Figure 1. Clock wires, drivers and flops.
Drawn at 4 px/um.
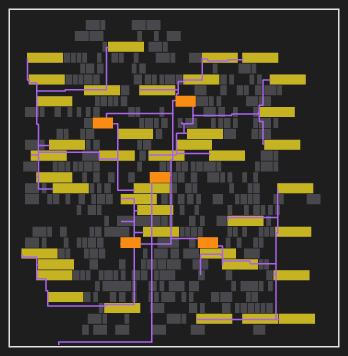
Figure 2. The clock network.
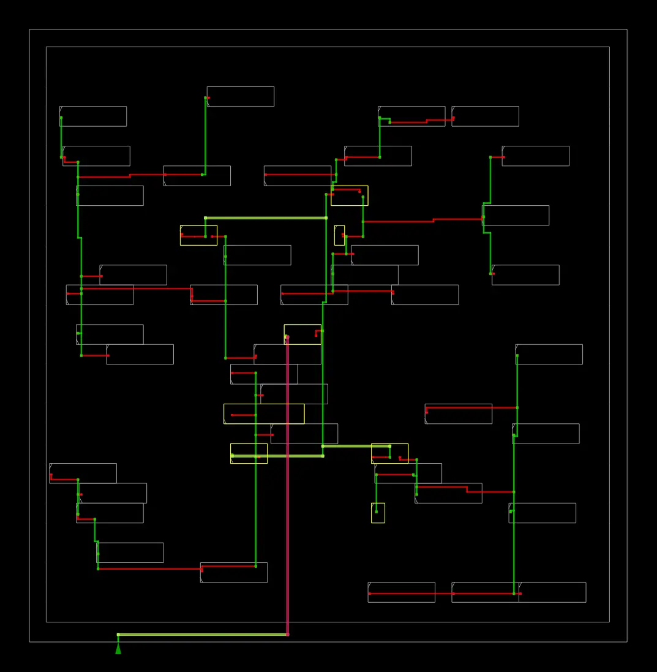
## src/rtl/parallel_to_serial_gearbox_pkg.sv

```systemverilog
// Shared helpers for the parallel-to-serial gearbox: beat-count and counter-width derivation.
package parallel_to_serial_gearbox_pkg;

  function automatic int nbeats(input int data_w, input int out_w);
    return data_w / out_w;
  endfunction

  function automatic int cnt_w(input int n);
    return (n > 1) ? $clog2(n) : 1;
  endfunction

endpackage

```

## src/rtl/parallel_to_serial_gearbox_lane.sv

```systemverilog
// Active slot: shift register, per-word order flag and beat counter; load takes priority over shift.
module p2s_shift_lane
  import parallel_to_serial_gearbox_pkg::*;
#(
  parameter int DATA_W = 16,
  parameter int OUT_W  = 1
) (
  input  logic              clk,
  input  logic              reset_n,
  input  logic              load,
  input  logic [DATA_W-1:0] load_data,
  input  logic              load_msb,
  input  logic              shift,
  output logic [OUT_W-1:0]  beat,
  output logic              last,
  output logic              vld
);

  localparam int NBEATS = nbeats(DATA_W, OUT_W);
  localparam int CNT_W  = cnt_w(NBEATS);

  logic [DATA_W-1:0] r_sh;
  logic              r_msb;
  logic [CNT_W-1:0]  r_cnt;
  logic              r_vld;
  logic [DATA_W-1:0] w_shifted;

  // A single-beat word never shifts, so skip the full-width shift expression.
  if (NBEATS > 1) begin : g_shift
    assign w_shifted = r_msb ? {r_sh[DATA_W-OUT_W-1:0], {OUT_W{1'b0}}}
                             : {{OUT_W{1'b0}}, r_sh[DATA_W-1:OUT_W]};
  end else begin : g_noshift
    assign w_shifted = r_sh;
  end

  assign beat = r_msb ? r_sh[DATA_W-1 -: OUT_W] : r_sh[OUT_W-1:0];
  assign last = r_vld & (r_cnt == CNT_W'(NBEATS - 1));
  assign vld  = r_vld;

  always_ff @(posedge clk or negedge reset_n) begin
    if (!reset_n) begin
      r_sh  <= '0;
      r_msb <= 1'b0;
      r_cnt <= '0;
      r_vld <= 1'b0;
    end else if (load) begin
      r_sh  <= load_data;
      r_msb <= load_msb;
      r_cnt <= '0;
      r_vld <= 1'b1;
    end else if (shift) begin
      if (last) begin
        r_cnt <= '0;
        r_vld <= 1'b0;
      end else begin
        r_cnt <= r_cnt + 1'b1;
        r_sh  <= w_shifted;
      end
    end
  end

endmodule

```

## src/rtl/parallel_to_serial_gearbox.sv

```systemverilog
// Word-to-beat gearbox: one active word being serialised plus a one-word hold slot,
// so the next word is loaded on the same edge the current word's last beat leaves.
module parallel_to_serial_gearbox
  import parallel_to_serial_gearbox_pkg::*;
#(
  parameter int DATA_W = 16,
  parameter int OUT_W  = 1
) (
  input  logic              clk,
  input  logic              reset_n,
  input  logic              p_valid_i,
  input  logic [DATA_W-1:0] p_data_i,
  input  logic              p_msb_first_i,
  output logic              p_ready_o,
  output logic              s_valid_o,
  output logic [OUT_W-1:0]  s_data_o,
  output logic              s_last_o,
  input  logic              s_ready_i,
  output logic              busy_o
);

  if (DATA_W < 1 || OUT_W < 1 || (DATA_W % OUT_W) != 0) begin : g_param_check
    $error("parallel_to_serial_gearbox: DATA_W must be a positive multiple of OUT_W");
  end

  typedef struct packed {
    logic [DATA_W-1:0] data;
    logic              msb_first;
  } slot_t;

  slot_t r_hold;
  logic  r_hold_vld;
  slot_t w_in;
  slot_t w_load_slot;
  logic  w_accept;
  logic  w_beat;
  logic  w_done;
  logic  w_load;
  logic  w_act_vld;
  logic  w_last;

  assign w_in     = '{data: p_data_i, msb_first: p_msb_first_i};
  assign w_accept = p_valid_i & ~r_hold_vld;
  assign w_beat   = w_act_vld & s_ready_i;
  assign w_done   = w_beat & w_last;

  // The hold slot has priority on completion; accept cannot coincide with it since ready is low.
  assign w_load      = (~w_act_vld & w_accept) | (w_done & (r_hold_vld | w_accept));
  assign w_load_slot = (w_done & r_hold_vld) ? r_hold : w_in;

  always_ff @(posedge clk or negedge reset_n) begin
    if (!reset_n) begin
      r_hold     <= '0;
      r_hold_vld <= 1'b0;
    end else if (w_accept & w_act_vld & ~w_done) begin
      r_hold     <= w_in;
      r_hold_vld <= 1'b1;
    end else if (w_done & r_hold_vld) begin
      r_hold_vld <= 1'b0;
    end
  end

  p2s_shift_lane #(
    .DATA_W (DATA_W),
    .OUT_W  (OUT_W)
  ) u_lane (
    .clk       (clk),
    .reset_n   (reset_n),
    .load      (w_load),
    .load_data (w_load_slot.data),
    .load_msb  (w_load_slot.msb_first),
    .shift     (w_beat),
    .beat      (s_data_o),
    .last      (w_last),
    .vld       (w_act_vld)
  );

  assign p_ready_o = ~r_hold_vld;
  assign s_valid_o = w_act_vld;
  assign s_last_o  = w_last;
  assign busy_o    = w_act_vld | r_hold_vld;

endmodule

```

## config.mk

```make
export PLATFORM = sky130hd
export DESIGN_NAME = parallel_to_serial_gearbox
export DESIGN_NICKNAME = d
export VERILOG_FILES = /design/src/rtl/parallel_to_serial_gearbox_pkg.sv /design/src/rtl/parallel_to_serial_gearbox_lane.sv /design/src/rtl/parallel_to_serial_gearbox.sv
export SDC_FILE = /design/constraint.sdc
export NUM_CORES = 1
export LEC_CHECK = 0
export ABC_AREA = 1
export CORE_AREA = 2 2 80 82
export DETAILED_ROUTE_END_ITERATION = 10
export DIE_AREA = 0 0 82 84
export GPL_ROUTABILITY_DRIVEN = 0
export GPL_TIMING_DRIVEN = 0
export PLACE_DENSITY = 0.58
export SLEW_MARGIN = 30
export SYNTH_ARGS = -nofsm -noshare
export SYNTH_HDL_FRONTEND = slang
export SYNTH_SLANG_ARGS = --single-unit
```

## constraint.sdc

```tcl
create_clock -name clk -period 3.6 [get_ports clk]
set_clock_uncertainty 0.1 [all_clocks]
set_input_delay 0.54 -clock clk [delete_from_list [all_inputs] [get_ports clk]]
set_output_delay 0.54 -clock clk [all_outputs]
set_load 0.03 [all_outputs]
```

==> results.yml <==
# physical design summary
status:
  outcome: "finished clean"
sta:
  finalSetupViolations: 0
  post-route-worst-setup-slack_ns: 0.741
  maxSlewViolCount: 0
  hold_violations: 0
  final.period_utilization_pct: 79.4
  fin_setup_tns_ns: 0
  worst_hold_slack_ns: 0.0587
  rsz_0062_raised_after_global_routing: "no"
  fin_crit_ns: 2.86
  slew_headroom_pct: 68.7
  max_clock_freq_ghz: 0.350
power_and_ir_drop:
  power_leader: "combinational logic"
  seqPwrFrac_pct: 39.5
  clockNetworkPower_uw: 364
  internal_power_uw: 1200
  comb_power_share_pct: 42.2
  p_per_area_nw_per_um2: 702
  power_combinational_uw: 841
  power.share.clock_pct: 18.3
  max-vdd-ir-drop_uv: 294
  report.power.total_uw: 1990
  power.switching_uw: 791
  leakage_uw: 0.00138
  power_sequential_uw: 787
  sw_frac_of_total_pct: 39.7
setup_path:
  crit_arrival_ns: 2.22
  worst-r2r-setup-slack_ns: 1.73
  setup.worst_path.end: "s_data_o"
  path_depth: 6
  worst_path_max_delay_cell: "clkdlybuf4s50_1"
  slowest_delay_ns: 0.69
  timing.critical_path.buf_inv: 4
  worstPathRequired_ns: 2.96
  path_max_fanout: 10
  worst_setup_path_start_kind: "flop"
  critical_path.reg2reg.endpoint: "r_hold[2]$_DFFE_PN0P_"
  worst_setup_path_startpoint: "u_lane.r_msb$_DFFE_PN0N_"
  end_kind: "primary output"
  critical_path.cell_chain: "buf_2 > inv_1 > clkbuf_1 > nand2_1 > o21ai_0 > clkdlybuf4s50_1"
  crit-reg2reg-launch: "u_lane.r_cnt[0]$_DFFE_PN0P_"
  worst-r2r-cell-count: 8
synthesis:
  post_synthesis_chip_area_from_yosys_um2: 2370
  postSynthSeqShare_pct: 42.3
  synth-edff-count: 0
  ys_ff: 40
  syn-num-nets: 335
  yosysWarnings: 0
  syn_avg_cell_area_um2: 7.56
  synthDistinctLibCells: 27
  postSynthCellCount: 313
  yosys_cell_count: 313
  ys_async_sr_fraction_pct: 100
  synth_top_flop_cell: "dfrtp_1"
final_layout:
  layout_top_cells: "nand2_1, inv_1, dfrtp_1"
  antennaDiodeCount: 0
  layout_top_cell: "nand2_1"
  final-instance-count-excl-fill: 424
  comb_area_share_pct: 37.2
  sequential_share_of_cell_area_pct: 35.3
  final_core_utilization_pct: 46.5
  fillCellCount: 653
  largest_register: "r_hold"
  syn2layout_area_growth_pct: 19.8
  final_layout_size_suffix_gt1_share_pct: 14.4
  clkCellAreaFrac_pct: 3.79
  final_design_area_no_fill_um2: 2840
  largest_registers: "r_hold x17, u_lane.r_sh x16, u_lane.r_cnt x4"
  buffers: 44
  nets: 368
  combGateArea_um2: 1060
  area_dominant_class: "combinational gates"
  multi_input_comb_cells: 207
  largest_reg_flops: 17
routing:
  drt_wl_total_um: 5400
  route.layer.met1.wl_um: 2760
  viasPerCell: 4.73
  ant_nets: 0
  wl_met2_um: 2460
  detailedRoute.firstIterationViolations: 72
  wl_met3_um: 130
  topRoutingLayerUsed: "met4"
  vias: 2006
  drc: 0
  first_pass_iters: 4
clock_network:
  cts_buffer_depth: 2
  cts.reportedPaths.clkPinSlew_ns: 0.08
  cts_resized: 0
  cts.hold.buffers_added: 0
  clock_tree_from_tritoncts: "yes"
floorplanning:
  floorplanUtilization_pct: 38.8
  die_area_um2: 6890
  floorplan.tapcells: 77
  core.rowCount: 29
  dieWidth_um: 82
  standard_cell_core_area_um2: 6100
  die_height_um: 84
  boundaryPins: 26
placed_design:
  dp.cells: 416
  placement.cell_area_um2: 2730
  place.detailed.hpwl_um: 4020
  detailedPlace.worstSlack_ns: 1.05
  io_buffers: 25
job:
  drv_cap: 0
global_routing:
  gr-usage-met2_pct: 26.8
  number_of_antenna_violations_at_the_first_check_in_global_routing: 0
  global_route.overflow_total: 0
  gr-max-usage-layer: "met2"
  maximum_number_of_pins_on_one_net_before_global_route_repair: 27
  grt_util_all_layers_pct: 17.8
  use_met3_pct: 3.25
  global_route.usage.met1_pct: 25.8
worst_hold_path:
  min_path_type: "input port to async pin"
-- Figure 1 (at the start) --
[flip-flops] yellow | count: 40
[clock drivers] orange | count: 5
[clock wires] purple | length: 562 um
flops lie	widely spread
routed clock nets	6

-- Figure 2 (at the start) --
clock latency on the worst-skew pair: 0.29 ns
Inserted Clock Buffers: 5
number of sequential cells in the layout: 40
clock buffers: 6
Sinks on Clock Net: 40

Yosys cell counts (4+ instances only):
master | n | area share [%]
buf_6 | 4 | 1.9
nand4_1 | 17 | 4.5
clkbuf_1 | 4 | 0.63
o21ai_1 | 4 | 0.85
a21oi_2 | 8 | 3.0
nand3_1 | 17 | 3.6
nor2_1 | 16 | 2.5
nand2_1 | 80 | 13
buf_2 | 5 | 1.1
a21oi_1 | 7 | 1.5
dfrtp_1 | 40 | 42
inv_1 | 47 | 7.5
o21ai_0 | 36 | 7.6
o21ai_2 | 9 | 3.3
cell families (layout without fill, tap and decap cells):
group           Yosys count  in the layout  synth area share [%]
compound gates           65             65                  16.5
xor+xnor                  1              1                 0.370
fa+ha+maj                 1              1                 0.528
buf+inv                  66            100                  13.1
flops                    40             40                  42.3
simple gates            140            140                  27.2
